### src/rtl/rr_grant_arbiter_pkg.sv
// Shared definitions for the round-robin grant arbiter: sizes, FSM state
// encoding and the search-result record.
package rr_grant_arbiter_pkg;

  localparam int N_REQ = 8;
  localparam int IDX_W = 3;

  typedef enum logic {
    ST_IDLE  = 1'b0,
    ST_GRANT = 1'b1
  } state_e;

  typedef struct packed {
    logic             found;
    logic [IDX_W-1:0] idx;
  } pick_t;

endpackage

### src/rtl/rr_grant_arbiter_onehot_dec.sv
// Enable-gated 3-to-8 decoder that turns the registered owner index into the
// one-hot grant vector; a disabled decoder drives all zeros.
module onehot_dec_3to8 (
  input  logic [2:0] idx,
  input  logic       en,
  output logic [7:0] y
);

  assign y = en ? (8'(1) << idx) : 8'h00;

endmodule

### src/rtl/rr_grant_arbiter.sv
// Round-robin arbiter for 8 requesters with grant locking and a hold counter
// that forces rotation once the owner has held the resource HOLD_MAX cycles.
module rr_grant_arbiter
  import rr_grant_arbiter_pkg::*;
#(
  parameter int HOLD_MAX = 16,
  parameter int CNT_W    = 5
) (
  input  logic             clk,
  input  logic             rst_n,
  input  logic             en,
  input  logic [N_REQ-1:0] req,
  output logic [N_REQ-1:0] gnt,
  output logic [IDX_W-1:0] gnt_idx,
  output logic             gnt_valid
);

  state_e           state_q, state_d;
  logic [IDX_W-1:0] idx_q, idx_d;
  logic [IDX_W-1:0] ptr_q, ptr_d;
  logic [CNT_W-1:0] cnt_q, cnt_d;
  logic [N_REQ-1:0] others_req;
  pick_t            pick;

  // Scans start, start+1, ... start+7 (mod 8); iterating from the far end
  // lets the closest set bit overwrite earlier finds.
  function automatic pick_t rr_search(input logic [N_REQ-1:0] vec,
                                      input logic [IDX_W-1:0] start);
    pick_t            p;
    logic [IDX_W-1:0] cand;
    p = '0;
    for (int i = N_REQ - 1; i >= 0; i--) begin
      cand = start + IDX_W'(i);
      if (vec[cand]) begin
        p.found = 1'b1;
        p.idx   = cand;
      end
    end
    return p;
  endfunction

  // The owner never competes against itself when a rotation is considered.
  assign others_req = req & ~(N_REQ'(1) << idx_q);
  assign pick       = rr_search((state_q == ST_GRANT) ? others_req : req, ptr_q);

  always_comb begin
    // NOTE: every next-state signal gets a default first so no path can infer a latch.
    state_d = state_q;
    idx_d   = idx_q;
    ptr_d   = ptr_q;
    cnt_d   = cnt_q;
    unique case (state_q)
      ST_IDLE: begin
        if (en && pick.found) begin
          state_d = ST_GRANT;
          idx_d   = pick.idx;
          ptr_d   = pick.idx + IDX_W'(1);
          cnt_d   = CNT_W'(1);
        end
      end
      ST_GRANT: begin
        if (!en) begin
          state_d = ST_IDLE;
          cnt_d   = '0;
        end else if (pick.found &&
                     (!req[idx_q] || cnt_q == CNT_W'(HOLD_MAX))) begin
          idx_d = pick.idx;
          ptr_d = pick.idx + IDX_W'(1);
          cnt_d = CNT_W'(1);
        end else if (!req[idx_q]) begin
          state_d = ST_IDLE;
          cnt_d   = '0;
        end else if (cnt_q != CNT_W'(HOLD_MAX)) begin
          cnt_d = cnt_q + CNT_W'(1);
        end
      end
    endcase
  end

  // NOTE: sequential state uses non-blocking assignments so all registers
  // update from the same pre-edge values.
  always_ff @(posedge clk or negedge rst_n) begin
    if (!rst_n) begin
      state_q <= ST_IDLE;
      idx_q   <= '0;
      ptr_q   <= '0;
      cnt_q   <= '0;
    end else begin
      state_q <= state_d;
      idx_q   <= idx_d;
      ptr_q   <= ptr_d;
      cnt_q   <= cnt_d;
    end
  end

  assign gnt_valid = (state_q == ST_GRANT);
  assign gnt_idx   = idx_q;

  onehot_dec_3to8 u_dec (
    .idx (idx_q),
    .en  (gnt_valid),
    .y   (gnt)
  );

endmodule

### config.mk
export PLATFORM = sky130hd
export DESIGN_NAME = rr_grant_arbiter
export DESIGN_NICKNAME = d
export VERILOG_FILES = /design/src/rtl/rr_grant_arbiter_pkg.sv /design/src/rtl/rr_grant_arbiter_onehot_dec.sv /design/src/rtl/rr_grant_arbiter.sv
export SDC_FILE = /design/constraint.sdc
export NUM_CORES = 1
export LEC_CHECK = 0
export ABC_AREA = 1
export ABC_CLOCK_PERIOD_IN_PS = 4750
export CAP_MARGIN = 20
export CORE_MARGIN = 1.5
export CORE_UTILIZATION = 61
export CTS_BUF_LIST = sky130_fd_sc_hd__clkbuf_4 sky130_fd_sc_hd__clkbuf_8
export DETAILED_ROUTE_END_ITERATION = 10
export GPL_TIMING_DRIVEN = 0
export HOLD_SLACK_MARGIN = 0.1
export PLACE_DENSITY = 0.92
export SYNTH_ARGS = -nofsm -noshare
export SYNTH_HDL_FRONTEND = slang
export SYNTH_SLANG_ARGS = --single-unit
### constraint.sdc
create_clock -name clk -period 4.75 [get_ports clk]
set_input_delay 0.475 -clock clk [delete_from_list [all_inputs] [get_ports clk]]
set_output_delay 0.475 -clock clk [all_outputs]
set_load 0.05 [all_outputs]
Fig. 1: run 1, gate-type map
(10 px per micron)
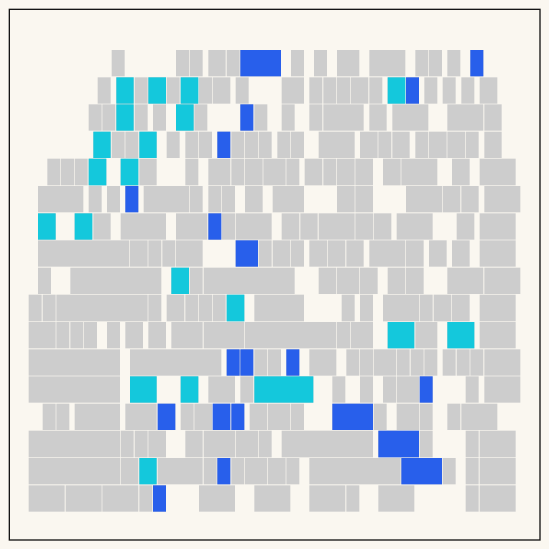
[aoi and oai cells] cyan | cells: 20
[nor cells] blue | cells: 20

Fig. 2: run 1, sequential cells coloured by netlist name
(8 px per micron) Other sequential cells in the stronger grey, the rest of the logic in the fainter grey.
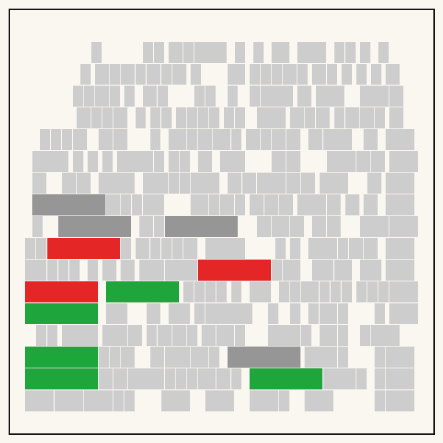
[`cnt_q`] green | flops: 5
[`gnt_idx`] red | flops: 3
not coloured: 4

==> qor.txt, run 1 <==
status: completed
layout cell share with drive strength beyond 1: 0.1522
Floorplan Nets: 266
clk_skew: 0.01147 ns
CP Cell Sequence: buf_2, clkinv_1, ha_1, buf_2, inv_1, nand3_1, nand2_1, o21ai_0, a21oi_1, o21ai_0, nand2_1, nand2_1, nand2_1, nand2_1, ha_1, inv_1, o21ai_0, nand2_1, nand2_1
Placer Congestion: 0.9285
FMAX: 0.3273 GHz
min Tclk post-route: 3.055 ns
Hold WC Path Type: in2async
final hold vios: 0
Setup crit end: ptr_q[2]$_DFFE_PN0P_
CTS tree: done
FF+latch count, synth: 12
XORs/XNORs by Area: 0.02881
number of global-route vias before repair: 1435
largest net degree at the start of global routing: 13
Worst slew margin: 0.6583
Final Slew Violations: 0
Clock Pin Slew Worst Setup and Hold Paths: 0.08 ns
vias per cell: 5.523
Init Core Util: 0.6679
Req. time, crit path: 4.98 ns
worst-margin pin slew: 0.5110 ns
crit path from: ptr_q[1]$_DFFE_PN0P_
Die H: 52.92 microns
Initial DRC Count: 63
reg-to-reg critical path endpoint: ptr_q[2]$_DFFE_PN0P_
dominant register cell: dfrtp_1
Tool Warnings: 28
design area: 1812 sq um
sequential cell area share: 0.1657
critical path class: reg2reg
Post-CTS Hold Buffers: 0
R2R Path Start: ptr_q[1]$_DFFE_PN0P_
Die X: 52.92 microns
clock-cell share of area: 0.02003
routed wire length per instance: 11.81 microns
Chip Area, Yosys: 1520 sq um
synth cell count leaders: nand2_1 (68), nand3_1 (49), inv_1 (31)
CP bufs+invs: 5
setup TNS: 0 ns
H-tree Lvls: 1
registers: 12
Max stage delay on crit path: 0.36 ns
Total Wirelength: 3591 microns
area leader, netlist: dfrtp_1
post-route DRC violation count: 0
Gate Count Post-Synth: 250
combinational gates: 193
initial antenna violation count: 0
crit start category: register
final std cells w/o fill: 304
Basic Gates by Area: 0.5358
CP Max Fanout: 8
Final non-clock buffer share: 0.1319
Antenna Cells: 0
Rows: 17
Critical Path AT: 3.28 ns
ANT nets after route: 0
Post-DP HPWL: 2988 microns
most frequent CP cell: nand2_1
Largest cell class: multi-input combinational cells
Main area contributors: dfrtp_1 (20%), nand2_1 (17%), nand3_1 (16%), inv_1 (7.7%), nand3_2 (6.6%)
CTS sink count: 12
TritonRoute pass-1 iters: 4
worst slack at placement: 1.728 ns
cells in synth_stat.txt: 250
I/O Buffers: 22
# Taps: 28
Setup violations, final: 0
synth-to-layout area growth: 19.18%
adder-cell share of the synthesized area: 0.04115
EDFF count, synth: 0
die area: 2801 sq um
CTS Buf Count: 3
CP Depth: 19
nets@finish: 293
clock root cell: clkbuf_4
Yosys top cell area share: 0.1975
synthesized area: 1520 sq um
DP Area: 1775 sq um
Tot GR Track Use: 0.2878
Dominant comb cell: simple AND/OR/NAND/NOR gates
Mean Syn Cell Area: 6.081 sq um
yosys aoi share: 0.08313
post-cts sizing count: 0
crit share post-route: 0.6431
post-CTS setup buffers: 0
Inverters: 41
first-pass GRT wire length: 5920 microns
most frequent cells in the layout: nand2_1 (68), nand3_1 (49), inv_1 (31), clkdlybuf4s50_1 (22), nor2_1 (13)
WHS: 0.5301 ns
flop2flop setup slack: 1.70 ns
Core ar.: 2276 sq um
Placed Cells incl. Taps: 300
FFs w/ async S/R, synth: 1.000
CP top delay family: buffers and inverters
Commonest Layout Cell: nand2_1
total gr overflow: 0
Latency at later pin: 0.28 ns
Synth Warn #: 0
Max Cap Violations: 0
I/O pin cnt: 23
Fig. 3: run 1, nets reached from selected ports
(8 px per micron)
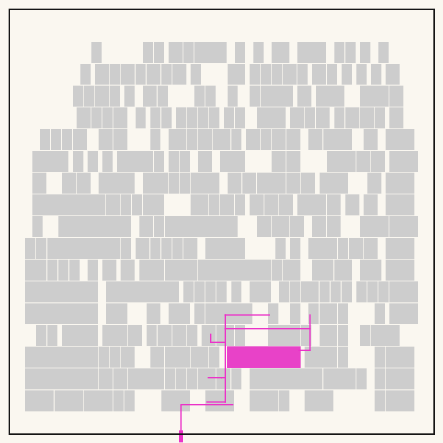
[`gnt_valid`] magenta | bits: 1 | direction: output | end cells: 1 | buffers: 1 | wire: 49.8 microns

-- run 1: sequential cells by signal, indices dropped and copies added (netlist names) --
signal,flops
gnt_idx,3
cnt_q,5
gnt_valid,1
ptr_q,3
-- run 1: routing by layer --
| metal | GRT usage | vias to the layer above | wire length (microns) |
|---|---|---|---|
| met5 | 0 | - | 0 |
| met1 | 0.3770 | 740 | 1642 |
| li1 | - | 864 | - |
| met2 | 0.4854 | 73 | 1617 |
| met4 | 0.03846 | 0 | 8 |
| met3 | 0.07627 | 2 | 324 |
-- run 1: logic make-up (layout without fill, tap and decap cells) --
kind of cell	after synthesis	count (layout)
flops	12	12
simple gates	162	162
fa+ha+maj	5	5
xor+xnor	5	5
buf+inv	45	71
compound gates	21	21
Fig. 4: run 1, placement density heat map
(4 px per micron) 11 x 11 tiles, from dark purple (low) to yellow (high), 0 to 100% covered.
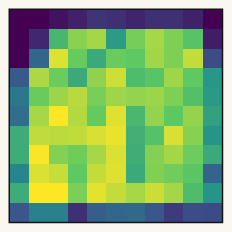

==> run 2: changes to the inputs <==
- ABC_CLOCK_PERIOD_IN_PS: 4750 -> 2800
- CORE_UTILIZATION: 61 -> 51
- PLACE_DENSITY: 0.92 -> 0.82
- clock period: 4.75 -> 2.8 ns (I/O delays scaled with it)
Fig. 5: run 2, placement density heat map
(4 px per micron) 12 x 12 tiles, from dark purple (low) to yellow (high), 0 to 100% covered.
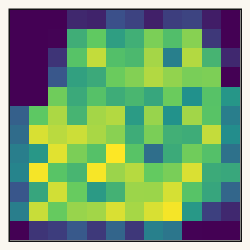
mean over tiles: 54%
emptiest ninth of the die: top left
tiles over 75% full: 35%
fullest tile: 100%

Fig. 6: run 2, gate-type map
(8 px per micron)
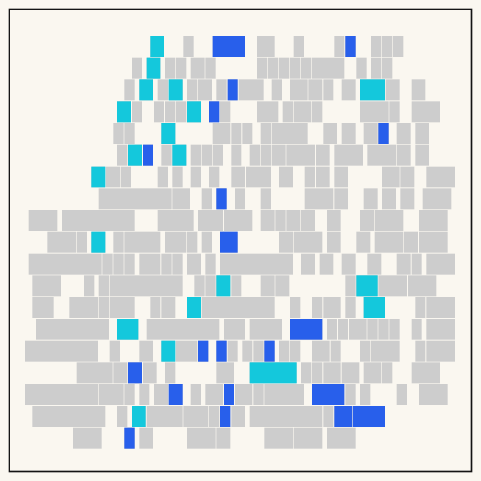
[aoi and oai cells] cyan | cells: 20
[nor cells] blue | cells: 20

==> run 2 against run 1 <==
Against the previous run: die size is 18% higher; setup slack worse by 1.4 ns; critical path depth is 1 lower; routed wire length is 1.0% higher; hold slack worse by 0.18 ns; clock skew is 0.0038 ns lower; highest routed layer unchanged.
==> qor.txt, run 2 <==
Basic Gates by Area: 0.5358 (unchanged)
routed wire length per instance: 11.82 microns (about the same)
Placer Congestion: 0.9026 (-2.8%)
adder-cell share of the synthesized area: 0.04115 (unchanged)
Tot GR Track Use: 0.2387 (-0.04906)
FFs w/ async S/R, synth: 1.000 (unchanged)
clk_skew: 0.007676 ns (-0.003798 ns)
# Taps: 31 (+11%)
synth cell count leaders: nand2_1 (68), nand3_1 (49), inv_1 (31)
area leader, netlist: dfrtp_1
Req. time, crit path: 3.02 ns (-1.96 ns)
Post-DP HPWL: 2989 microns (about the same)
Clock Pin Slew Worst Setup and Hold Paths: 0.08 ns (about the same)
Dominant comb cell: simple AND/OR/NAND/NOR gates
Largest Register: cnt_q
final hold vios: 0 (unchanged)
dominant register cell: dfrtp_1
registers: 12 (unchanged)
most frequent CP cell: nand2_1
Max Cap Violations: 0 (unchanged)
met1 GRT Util: 0.3385 (-0.03844)
status: completed
Placed Cells incl. Taps: 303 (+1.0%)
Initial DRC Count: 107 (+70%)
post-CTS setup buffers: 0 (unchanged)
combinational gates: 193 (unchanged)
max reg flops: 5 (unchanged)
critical path class: reg2reg
Setup violations, final: 0 (unchanged)
DP Area: 1779 sq um (+0.21%)
largest net degree at the start of global routing: 13 (unchanged)
Die H: 57.60 microns (+8.8%)
sequential cell area share: 0.1635 (-0.002258)
Yosys top cell area share: 0.1975 (unchanged)
initial antenna violation count: 0 (unchanged)
post-route DRC violation count: 0 (unchanged)
first-pass GRT wire length: 6320 microns (+6.8%)
Post-CTS Hold Buffers: 0 (unchanged)
I/O pin cnt: 23 (unchanged)
H-tree Lvls: 1 (unchanged)
worst-margin pin slew: 0.5227 ns (+0.01172 ns)
Latency at later pin: 0.27 ns (about the same)
clock root cell: clkbuf_4
Max stage delay on crit path: 0.38 ns (+0.02 ns)
FF+latch count, synth: 12 (unchanged)
Mean Syn Cell Area: 6.081 sq um (unchanged)
setup TNS: 0 ns (unchanged)
Tool Warnings: 28 (unchanged)
min Tclk post-route: 2.511 ns (-0.5440 ns)
Hold WC Path Type: in2async
Final Slew Violations: 0 (unchanged)
nets@finish: 293 (unchanged)
most frequent cells in the layout: nand2_1 (68), nand3_1 (49), inv_1 (30), clkdlybuf4s50_1 (22)
met3 WL: 174 microns (-46%)
Floorplan Nets: 266 (unchanged)
crit share post-route: 0.8967 (+0.2536)
Main area contributors: dfrtp_1 (20%), nand2_1 (17%), nand3_1 (16%), inv_1 (7.7%), nand3_2 (6.6%)
Chip Area, Yosys: 1520 sq um (unchanged)
Top Usage Layer GRT: met2
Inverters: 41 (unchanged)
CTS Buf Count: 3 (unchanged)
Final non-clock buffer share: 0.1328 (+0.0009280)
synth-to-layout area growth: 20.82%
Synth Warn #: 0 (unchanged)
final std cells w/o fill: 307 (+0.99%)
GR Util met3: 0.03855 (-0.03772)
vias per cell: 5.355 (-3.0%)
Total Wirelength: 3628 microns (+1.0%)
metal2 WL: 1619 microns (+0.12%)
TritonRoute pass-1 iters: 4 (unchanged)
Die X: 57.60 microns (+8.8%)
CP top delay family: simple AND/OR/NAND/NOR gates
CTS tree: done
M1 WL: 1800 microns (+9.6%)
XORs/XNORs by Area: 0.02881 (unchanged)
crit start category: register
Antenna Cells: 0 (unchanged)
met2 usage in global routing: 0.3864 (-0.09905)
post-cts sizing count: 4 (+4)
Max Used Layer: met4
EDFF count, synth: 0 (unchanged)
CP bufs+invs: 5 (unchanged)
I/O Buffers: 22 (unchanged)
ANT nets after route: 0 (unchanged)
cells in synth_stat.txt: 250 (unchanged)
clock-cell share of area: 0.01975 (-0.0002728)
CP Cell Sequence: buf_4, inv_6, ha_1, buf_4, inv_4, nand3_1, nand3_2, nand2_4, o21ai_0, nand2_1, a21oi_1, o21ai_1, nand2_1, ha_1, inv_1, o21ai_1, nand2_1, nand2_1
## run 2: path summary, 6_finish.rpt
path                                      start                     end  slack, ns  cells after the start
setup / recovery           ptr_q[1]$_DFFE_PN0P_    ptr_q[2]$_DFFE_PN0P_       0.29                     18
hold reg to reg            cnt_q[4]$_DFFE_PN0P_    cnt_q[4]$_DFFE_PN0P_       0.58                      2
min in group clk           cnt_q[4]$_DFFE_PN0P_    cnt_q[4]$_DFFE_PN0P_       0.58                      2
max in group asynchronous                 rst_n    ptr_q[0]$_DFFE_PN0P_       2.10                      1
hold / removal                            rst_n  gnt_idx[0]$_DFFE_PN0P_       0.35                      1
setup reg to reg           ptr_q[1]$_DFFE_PN0P_    ptr_q[2]$_DFFE_PN0P_       0.29                     18
